$ cat src/rtl/pin_verify_ctrl.sv
// pin_verify_ctrl: scans a 4-digit stored PIN through the external 16:1 mux and compares it with the entered PIN,
// tracking consecutive failures per account and locking an account after MAX_TRIES of them.
module pin_verify_ctrl #(
   parameter int MAX_TRIES = 3
) (
   input  logic        Clock,
   input  logic        Reset,
   input  logic        Start,
   input  logic [1:0]  Acct,
   input  logic [15:0] Entered,
   input  logic        Unlock,
   input  logic [1:0]  UnlockAcct,
   input  logic [3:0]  F,
   output logic        S3,
   output logic        S2,
   output logic        S1,
   output logic        S0,
   output logic        Busy,
   output logic        Done,
   output logic        Match,
   output logic        Locked,
   output logic [1:0]  FailCnt
);
   typedef enum logic [1:0] {IDLE, SCAN, RESULT} state_t;
   localparam logic [1:0] MAX = 2'(MAX_TRIES);
   state_t      state_q, state_d;
   logic [3:0]  sel_q, sel_d;
   logic        busy_q, busy_d, done_q, done_d, match_q, match_d, locked_q, locked_d;
   logic [1:0]  fail_q, fail_d, acct_q, acct_d;
   logic [1:0]  cnt_q [4];
   logic [1:0]  cnt_d [4];
   logic [3:0]  lock_q, lock_d;
   logic [15:0] ent_q, ent_d;
   logic        mis_q, mis_d;
   logic        upd, res_mis, mis_now;
   logic [1:0]  ua, inc;
   logic [3:0]  digit;
   // the digit index is the low half of the registered select
   assign digit   = ent_q[{sel_q[1:0], 2'b00} +: 4];
   assign mis_now = mis_q | (F != digit);
   assign {S3, S2, S1, S0} = sel_q;
   assign Busy    = busy_q;
   assign Done    = done_q;
   assign Match   = match_q;
   assign Locked  = locked_q;
   assign FailCnt = fail_q;
   always_comb begin
      state_d  = state_q;
      sel_d    = sel_q;
      busy_d   = busy_q;
      done_d   = 1'b0;
      match_d  = match_q;
      locked_d = locked_q;
      fail_d   = fail_q;
      cnt_d    = cnt_q;
      lock_d   = lock_q;
      acct_d   = acct_q;
      ent_d    = ent_q;
      mis_d    = mis_q;
      upd      = 1'b0;
      ua       = acct_q;
      res_mis  = 1'b1;
      inc      = 2'd0;
      case (state_q)
         IDLE: if (Start) begin
            acct_d   = Acct;
            match_d  = 1'b0;
            locked_d = 1'b0;
            state_d  = lock_q[Acct] ? RESULT : SCAN;
            if (lock_q[Acct]) begin
               upd = 1'b1;
               ua  = Acct;
            end else begin
               ent_d  = Entered;
               mis_d  = 1'b0;
               sel_d  = {Acct, 2'b00};
               busy_d = 1'b1;
            end
         end
         SCAN: begin
            mis_d = mis_now;
            if (sel_q[1:0] == 2'd3) begin
               sel_d   = 4'd0;
               busy_d  = 1'b0;
               state_d = RESULT;
               upd     = 1'b1;
               res_mis = mis_now;
            end else sel_d = sel_q + 4'd1;
         end
         default: state_d = IDLE;
      endcase
      if (Unlock) begin
         cnt_d[UnlockAcct]  = 2'd0;
         lock_d[UnlockAcct] = 1'b0;
      end
      // the result update is computed from pre-Unlock values so it wins on a same-account collision
      if (upd) begin
         inc        = (cnt_q[ua] == 2'd3) ? 2'd3 : cnt_q[ua] + 2'd1;
         cnt_d[ua]  = !res_mis ? 2'd0 : lock_q[ua] ? cnt_q[ua] : inc;
         lock_d[ua] = lock_q[ua] | (res_mis & (inc >= MAX));
         done_d     = 1'b1;
         match_d    = ~res_mis;
         locked_d   = lock_d[ua];
         fail_d     = cnt_d[ua];
      end
   end
   always_ff @(posedge Clock or posedge Reset) begin
      if (Reset) begin
         state_q  <= IDLE;
         sel_q    <= 4'd0;
         busy_q   <= 1'b0;
         done_q   <= 1'b0;
         match_q  <= 1'b0;
         locked_q <= 1'b0;
         fail_q   <= 2'd0;
         cnt_q    <= '{default: 2'd0};
         lock_q   <= 4'd0;
         acct_q   <= 2'd0;
         ent_q    <= 16'd0;
         mis_q    <= 1'b0;
      end else begin
         state_q  <= state_d;
         sel_q    <= sel_d;
         busy_q   <= busy_d;
         done_q   <= done_d;
         match_q  <= match_d;
         locked_q <= locked_d;
         fail_q   <= fail_d;
         cnt_q    <= cnt_d;
         lock_q   <= lock_d;
         acct_q   <= acct_d;
         ent_q    <= ent_d;
         mis_q    <= mis_d;
      end
   end
endmodule

$ cat config.mk
export PLATFORM = sky130hd
export DESIGN_NAME = pin_verify_ctrl
export DESIGN_NICKNAME = d
export VERILOG_FILES = /design/src/rtl/pin_verify_ctrl.sv
export SDC_FILE = /design/constraint.sdc
export NUM_CORES = 1
export LEC_CHECK = 0
export ABC_AREA = 1
export CORE_ASPECT_RATIO = 1.5
export CORE_MARGIN = 1
export CORE_UTILIZATION = 23
export CTS_CLUSTER_SIZE = 20
export DETAILED_ROUTE_END_ITERATION = 7
export MAX_ROUTING_LAYER = met4
export PLACE_DENSITY = 0.54
export SETUP_SLACK_MARGIN = 0.15
export SLEW_MARGIN = 20
export SYNTH_ARGS = -nofsm -noshare
export SYNTH_HDL_FRONTEND = slang
export SYNTH_SLANG_ARGS = --single-unit
$ cat constraint.sdc
create_clock -name Clock -period 1.7 [get_ports Clock]
set_input_delay 0.425 -clock Clock [delete_from_list [all_inputs] [get_ports Clock]]
set_output_delay 0.425 -clock Clock [all_outputs]
set_load 0.01 [all_outputs]
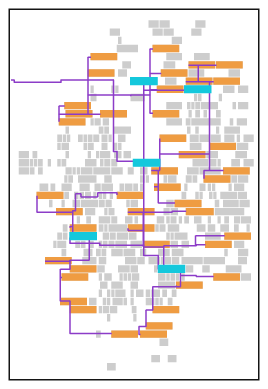
clk_routes.png
(3 px per µm)
[purple] clock wires | length: 639 µm
[cyan] clock drivers | count: 5
[orange] flip-flops | count: 43
flops lie	all over the die
routed clock nets	6
worst skew pair latency: 0.29 ns
final clock skew: 0.00578 ns
clock network power: 1010 µW
clock network fraction of design power: 16.0%

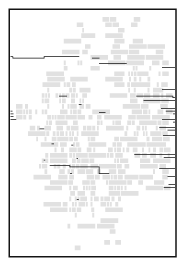
layer_met3.png
(2 px per µm) Cells faint in the background.
main direction	horizontal
wire length on this layer	232 µm
longest straight run	20.0 µm
share of all routed wire	3.7%
detailed-route via count: 2089
routed wire length: 6320 µm
met3 track demand over resource in global routing: 3.17%

==> PnR_summary.wiki <==
== Flow metrics ==
{| class="wikitable"
! Metric !! Value
|-
| Heaviest power group || combinational logic
|-
| Die x size || 82.7 µm
|-
| Die Height || 123 µm
|-
| Wire length of the first global-routing pass || 10100 µm
|-
| Termination of the worst setup path || cnt_q[3]
|-
| Syn_area_per_cell || 8.44 µm²
|-
| Dominant non-sequential cell family after synthesis || simple AND/OR/NAND/NOR gates
|-
| Cells in synth_stat.txt || 266
|-
| Xor/xnor share of the synthesized area || 1.56%
|-
| Global routing met2 resource utilization || 25.5%
|-
| Required arrival time at the worst endpoint || 1.87 ns
|-
| Count of hold buffers inserted by post-cts repair || 0
|-
| DRC errors left || 0
|-
| Leading registers by flop count || ent_q: 16 flops, cnt_q: 8 flops
|-
| Simple-gate share of the synthesized area || 30.5%
|-
| Layout multi-input combinational cell count || 184
|-
| Post-synthesis net count || 295
|-
| Total half-perimeter wirelength after legalization and detailed placement || 4410 µm
|-
| I/O Pins || 38
|-
| Final hold violation count || 0
|-
| Most popular library cell in the synthesized design by count || sky130_fd_sc_hd__nand2_1
|-
| Relative slew slack || 82.5%
|-
| Share of cells above drive strength 1 || 38.8%
|-
| Flop2flop setup slack || -0.18 ns
|-
| Deepest level of the CTS H-tree || 2
|-
| Placement-stage cell area || 3040 µm²
|-
| Comb/total area || 34.8%
|-
| Clock network contribution to total cell area || 4.34%
|-
| Tapcell count || 112
|-
| Timing startpoint of the critical path || sel_q[0]
|-
| Violated checks || setup timing
|-
| Outcome || complete, but fails checks
|-
| Number of library cell types mapped by synthesis || 25
|-
| Rows || 43
|-
| Maximum fanout along the worst path || 9
|-
| WL met2 || 3530 µm
|-
| Reg2reg end || cnt_q[3]
|-
| Overall Power || 6350 µW
|-
| Power per cell area || 1760 nW/µm²
|-
| Busiest layer in global routing || met2
|-
| Max-Cap Viols || 0
|-
| OpenROAD warning count || 29
|-
| # resized after CTS || 50
|-
| Worst min-delay path class || flop to flop
|-
| Total area of multi-input combinational cells || 1250 µm²
|-
| Number of cells on the worst reg-to-reg path || 14
|-
| Ao+oa area frac || 5.46%
|-
| Clock-pin slew on the worst setup and hold paths || 0.06 ns
|-
| Time the worst path needs with I/O delays and setup || 1.88 ns
|-
| Post-route worst setup slack || -0.181 ns
|-
| Number of sequential cells || 43
|-
| Met3 WL post-DR || 232 µm
|-
| Max reg flops || 16
|-
| Core area || 9360 µm²
|-
| Nets@finish || 384
|-
| Fin Hold WS || 0.479 ns
|-
| Critical Path Sink Type || flop
|-
| Number of non-clock buffers in the layout || 83
|-
| TritonCTS clock tree || yes
|-
| Cell Area, Synth || 2240 µm²
|-
| Yosys Warn Count || 0
|-
| Share of synthesized area occupied by flip-flops and latches || 47.9%
|-
| Post-place setup slack || -0.683 ns
|-
| Register with the highest flop count || ent_q
|-
| Hold endpoint || FailCnt[1]
|-
| Seq cells post-synth || 43
|-
| Number of fill cells in the layout || 953
|-
| Master cell of the clock root buffer || sky130_fd_sc_hd__clkbuf_16
|-
| IR drop worst, VDD || 0.00105 V
|-
| Synth-to-layout area growth || 60.5%
|-
| Number of antenna cells inserted || 0
|-
| Startpoint type of the worst setup path || flop
|-
| Count of non-filler cells in the finished layout || 468
|-
| Area fraction of the dominant cell type after synthesis || 47.9%
|-
| Iteration tally of the first detailed-router pass || 4
|-
| Share of final layout cell area taken by non-clock buffers || 22.6%
|-
| Inverter count || 38
|-
| Total of endpoints with negative setup slack in the final report || 19
|-
| Cells on Worst Hold Path || 2
|-
| Cell internal pwr || 3920 µW
|-
| Logic pwr share || 57.0%
|-
| Power in combinational cells || 3620 µW
|-
| Switching power summed over all nets || 2430 µW
|-
| Slew at the pin closest to its max-slew limit || 0.262 ns
|-
| Pin count of the biggest net entering global routing || 44
|-
| Post-route design area || 3600 µm²
|-
| Vias in the first global route || 2177
|-
| Post-synth area from yosys stat || 2240 µm²
|-
| Routed met1 length || 2430 µm
|-
| EDFF count, synth || 0
|-
| Overflow left after global routing || 0
|-
| Antenna violations before repair || 0
|-
| Total of clock buffers placed in the layout || 8
|-
| Async set or reset register ratio after synthesis || 100%
|-
| Total negative slack for setup checks || -2.66 ns
|-
| Hold path startpoint || FailCnt[1]
|-
| Number of CTS-inserted buffers || 5
|-
| Final clock period utilization by the worst path || 111%
|-
| Number of clock sinks || 43
|-
| Largest buffer count on any clock path || 2
|-
| Static Leakage || 0.00180 µW
|-
| Commonest non-fill, non-tap cell in the layout || sky130_fd_sc_hd__nand2_1
|-
| Main flop type || sky130_fd_sc_hd__dfrtp_1
|-
| Top cells excl fill/tap || sky130_fd_sc_hd__nand2_1 (54), sky130_fd_sc_hd__dfrtp_1 (42), sky130_fd_sc_hd__buf_4 (33), sky130_fd_sc_hd__nand3_1 (32), sky130_fd_sc_hd__inv_1 (28)
|-
| Cell accounting for the most synthesized area || sky130_fd_sc_hd__dfrtp_1
|-
| Top cells by count, synth || sky130_fd_sc_hd__nand2_1 (72), sky130_fd_sc_hd__dfrtp_1 (43), sky130_fd_sc_hd__nand3_1 (36)
|-
| Number of nets with antenna violations after routing || 0
|-
| Post-synth mux share || 7.02%
|-
| Worst flop-to-flop path startpoint || sel_q[0]
|-
| Chip area || 10200 µm²
|-
| Top layer used by detailed routing || met4
|}
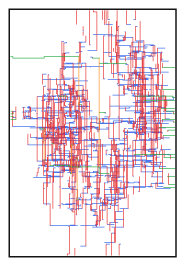
wires.png
(2 px per µm)
colour	layer	wire length
green	metal 3	232 µm
orange	metal 4	129 µm
red	metal 2	3530 µm
blue	metal 1	2430 µm
routed len/inst: 13.5 µm
All-Layer GR Usage: 13.8%

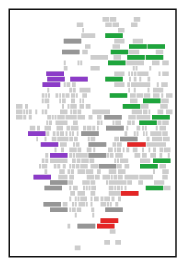
flops_by_reg.png
(2 px per µm)
colour	netlist name	flops
red	`sel_q`	4
green	`ent_q`	16
purple	`cnt_q`	8
not coloured	15
Core Util, Final: 38.5%
flip-flop and latch power: 1720 µW
sequential cell area in the final layout: 1080 µm²
share of cell area taken by flip-flops and latches: 29.9%

critical path, stage by stage, from the launching register on:
cell and delay [ns]:
sky130_fd_sc_hd__dfrtp_1 0.41, sky130_fd_sc_hd__buf_12 0.16, sky130_fd_sc_hd__inv_8 0.06, sky130_fd_sc_hd__nand2_1 0.04
sky130_fd_sc_hd__nand3_1 0.08, sky130_fd_sc_hd__nand2_2 0.07, sky130_fd_sc_hd__xnor2_2 0.13, sky130_fd_sc_hd__nor2_1 0.15
sky130_fd_sc_hd__nand4_1 0.12, sky130_fd_sc_hd__buf_6 0.15, sky130_fd_sc_hd__buf_4 0.13, sky130_fd_sc_hd__nand3_4 0.06
sky130_fd_sc_hd__nand2_4 0.07, sky130_fd_sc_hd__nand2_1 0.07, sky130_fd_sc_hd__nand2_1 0.05
No activity file was given, so power comes from the tool's default toggle rates.
